--- src/rtl/cpu_bus_seq.sv ---
// T80 bus sequencer: clock enables, per-cycle wait states, bounded INT_n.
// Optional half-period turbo mode when CPU_BUS_SEQ_TURBO_EN is defined.
module cpu_bus_seq #(
  parameter int DIV      = 4,
  parameter int MEM_WAIT = 0,
  parameter int IO_WAIT  = 1,
  parameter int IRQ_LEN  = 32
) (
  input  logic clock,
  input  logic reset,
  input  logic hold,
`ifdef CPU_BUS_SEQ_TURBO_EN
  input  logic turbo,
`endif
  input  logic irq_req,
  input  logic mreq,
  input  logic iorq,
  input  logic m1,
  input  logic rfsh,
  output logic pe,
  output logic ne,
  output logic wait_n,
  output logic irq
);

  localparam int CW = (DIV > 2) ? $clog2(DIV) : 1;
  localparam logic [CW-1:0] FULL_LAST = CW'(DIV - 1);
  localparam logic [CW-1:0] FULL_HALF = CW'(DIV / 2 - 1);

  logic [CW-1:0] cnt;
  logic [CW-1:0] last;
  logic [CW-1:0] half;

`ifdef CPU_BUS_SEQ_TURBO_EN
  localparam logic [CW-1:0] FAST_LAST = CW'(DIV / 2 - 1);
  localparam logic [CW-1:0] FAST_HALF = CW'(DIV / 4 - 1);

  logic tq;
  logic fast;

  // Mode only switches at the start of a period.
  assign fast = (cnt == '0) ? turbo : tq;
  assign last = fast ? FAST_LAST : FULL_LAST;
  assign half = fast ? FAST_HALF : FULL_HALF;

  always_ff @(posedge clock) begin
    if (reset)
      tq <= 1'b0;
    else if (cnt == '0)
      tq <= turbo;
  end
`else
  assign last = FULL_LAST;
  assign half = FULL_HALF;
`endif

  always_ff @(posedge clock) begin
    if (reset) begin
      cnt <= '0;
      pe  <= 1'b0;
      ne  <= 1'b0;
    end else begin
      pe <= ~hold & (cnt == last);
      ne <= ~hold & (cnt == half);
      if (!hold)
        cnt <= (cnt == last) ? '0 : cnt + 1'b1;
    end
  end

  logic       pmreq;
  logic       piorq;
  logic [3:0] wcnt;
  logic [3:0] wnext;

  always_comb begin
    wnext = wcnt;
    if (~mreq & rfsh & pmreq)
      wnext = 4'(MEM_WAIT);
    else if (~iorq & m1 & piorq)
      wnext = 4'(IO_WAIT);
    else if (wcnt != 4'd0)
      wnext = wcnt - 4'd1;
  end

  always_ff @(posedge clock) begin
    if (reset) begin
      wcnt   <= 4'd0;
      wait_n <= 1'b1;
      pmreq  <= 1'b1;
      piorq  <= 1'b1;
    end else if (pe) begin
      wcnt   <= wnext;
      wait_n <= (wnext == 4'd0);
      pmreq  <= mreq;
      piorq  <= iorq;
    end
  end

  logic       pending;
  logic       pnext;
  logic [7:0] icnt;
  logic [7:0] inext;

  // A new request outranks a same-clock acknowledge.
  always_comb begin
    pnext = pending;
    inext = icnt;
    if (irq_req) begin
      pnext = 1'b1;
      inext = 8'(IRQ_LEN);
    end else if (~m1 & ~iorq) begin
      pnext = 1'b0;
    end else if (pe & pending) begin
      inext = icnt - 8'd1;
      if (icnt == 8'd1)
        pnext = 1'b0;
    end
  end

  always_ff @(posedge clock) begin
    if (reset) begin
      pending <= 1'b0;
      icnt    <= 8'd0;
      irq     <= 1'b1;
    end else begin
      pending <= pnext;
      icnt    <= inext;
      irq     <= ~pnext;
    end
  end

endmodule

--- config.mk ---
export PLATFORM = sky130hd
export DESIGN_NAME = cpu_bus_seq
export DESIGN_NICKNAME = d
export VERILOG_FILES = /design/src/rtl/cpu_bus_seq.sv
export SDC_FILE = /design/constraint.sdc
export NUM_CORES = 1
export LEC_CHECK = 0
export ABC_CLOCK_PERIOD_IN_PS = 4000
export CAP_MARGIN = 5
export CELL_PAD_IN_SITES_DETAIL_PLACEMENT = 1
export CELL_PAD_IN_SITES_GLOBAL_PLACEMENT = 2
export CORE_ASPECT_RATIO = 1.1
export CORE_MARGIN = 2
export CORE_UTILIZATION = 35
export DETAILED_ROUTE_END_ITERATION = 8
export PLACE_DENSITY_LB_ADDON = 0.1
export RECOVER_POWER = 25
export SYNTH_ARGS = -nofsm -noshare
export SYNTH_HDL_FRONTEND = slang
export SYNTH_SLANG_ARGS = --single-unit
--- constraint.sdc ---
create_clock -name clock -period 4 [get_ports clock]
set_clock_uncertainty 0.05 [all_clocks]
set_input_delay 0.8 -clock clock [delete_from_list [all_inputs] [get_ports clock]]
set_output_delay 0.8 -clock clock [all_outputs]
set_load 0.02 [all_outputs]
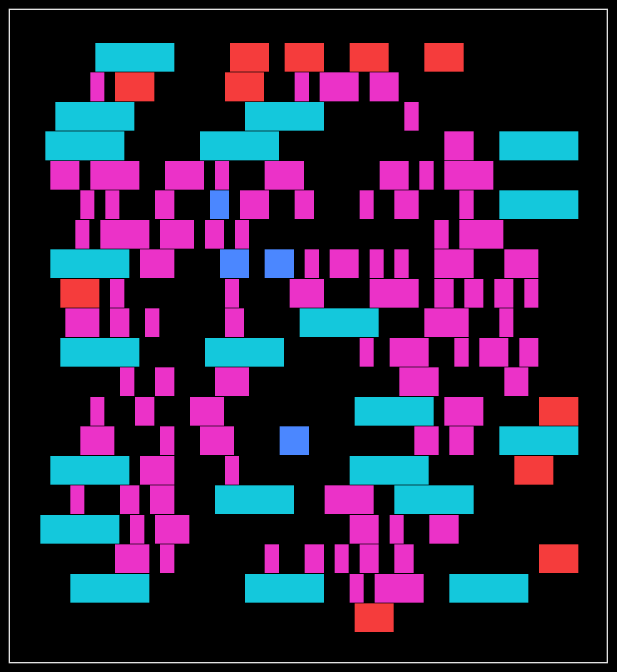
Fig. 1. Placement by cell class.
[magenta] remaining logic cells | cells: 89 | share of their area: 51%
[cyan] sequential cells | cells: 21 | share of their area: 37%
[blue] clock drivers and dummy loads | cells: 4 | share of their area: 2.4%
[red] remaining buffers and delay cells | cells: 11 | share of their area: 9.8%

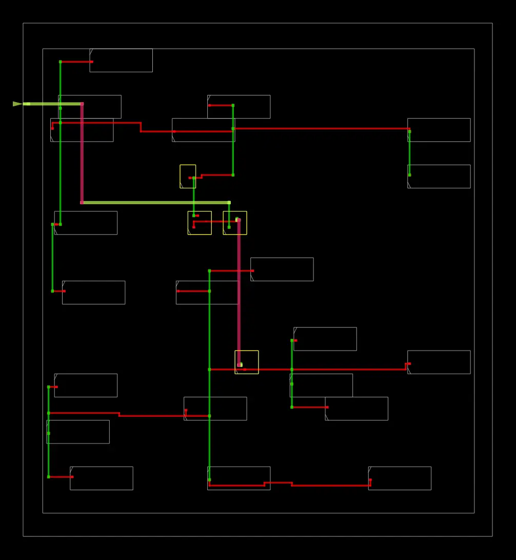
Fig. 2. Clock wiring as the flow saved it.
CLK BUF: 3
clk pwr: 106 uW
CTS Buf Count: 3
flip-flops: 21

==> results.yml <==
# generated from flow reports
pwr:
  comb_cell_power_uw: 29.4
  power_uw: 352
  ir_drop_uv: 180
  p_leak_nw: 0.432
  pwr-share-clk_pct: 30.1
  p_seq_share_pct: 61.6
route:
  wl_met3_um: 38
  first_pass_iters: 3
  finalWirelength_um: 1990
  wire_per_inst_um: 12.6
  top_layer: "met4"
  wl_met1_um: 972
die:
  die_w_um: 55.0
  dieArea_um2: 3310
  io_pins: 12
  core_um2: 2750
final_layout:
  combAreaFraction_pct: 45.9
  largest_reg_flops: 8
  logic_area_um2: 537
  regArea_um2: 420
  logic_gate_count: 80
  fin_cells: 158
  num-nonclk-inverters: 9
  layout_top_cells: "dfxtp_1, nor2_1, clkdlybuf4s50_1, inv_1, nand2_1"
  area_delta_synth_final_pct: 16.7
  top_regs: "icnt: 8 flops, wcnt: 4 flops, cnt: 2 flops"
  drive_above_1_share_pct: 7.20
  buf_share_pct: 9.41
global_routing:
  grt_pass1_vias: 816
  antenna_found_initial: 0
  grt_pass1_wl_um: 3460
  use_met1_pct: 18.2
  track_usage_pct: 14.5
worst_setup_path:
  max_stage_delay_ns: 0.69
  worst-path-max-fanout: 11
  rrSetupSlack_ns: 2.14
  critPathKind: "reg2out"
  r2r-end: "wait_n"
  critPathTopFamily: "buffers and inverters"
  cp.depth: 1
  startpoint_type: "register"
cts:
  post_cts_buffers: 0
  cts_tree: "built"
  worstSkewPairLatency_ns: 0.31
  root_buffer: "clkbuf_4"
  clock-sinks: 21
  cts_resized: 0
synth:
  mux_share_pct: 2.00
  ys_top_cells_by_count: "dfxtp_1, nor2_1, inv_1, nand2_1, ha_1"
  most_common_cell: "dfxtp_1"
  synthesis.nets: 125
  top_area_share_pct: 41.9
  ys_sh_xor_pct: 6.99
  synth_async_sr_flop_share_pct: 0
  synth.ff_latch_count: 21
  ys_types: 33
  synthFlopType: "dfxtp_1"
  ys_seq_share_pct: 41.9
  synth_cells: 112
  top_area_cell: "dfxtp_1"
timing:
  hold_viol: 0
  setup_viol: 0
  layout_setup_ws_ns: 1.55
  finalClockPeriodUsage_pct: 61.2
placed_design:
  hpwlAfterDp_um: 1570
  place_congestion: 0.725
  postPlaceCellArea_um2: 1140
  post-place-cells: 154
run:
  max-cap-violations: 0
  warnings: 28
run_status:
  status: "finished, final reports clean"
min_path:
  min-delay-start: "pmreq"
No activity file was given, so power comes from the tool's default toggle rates.
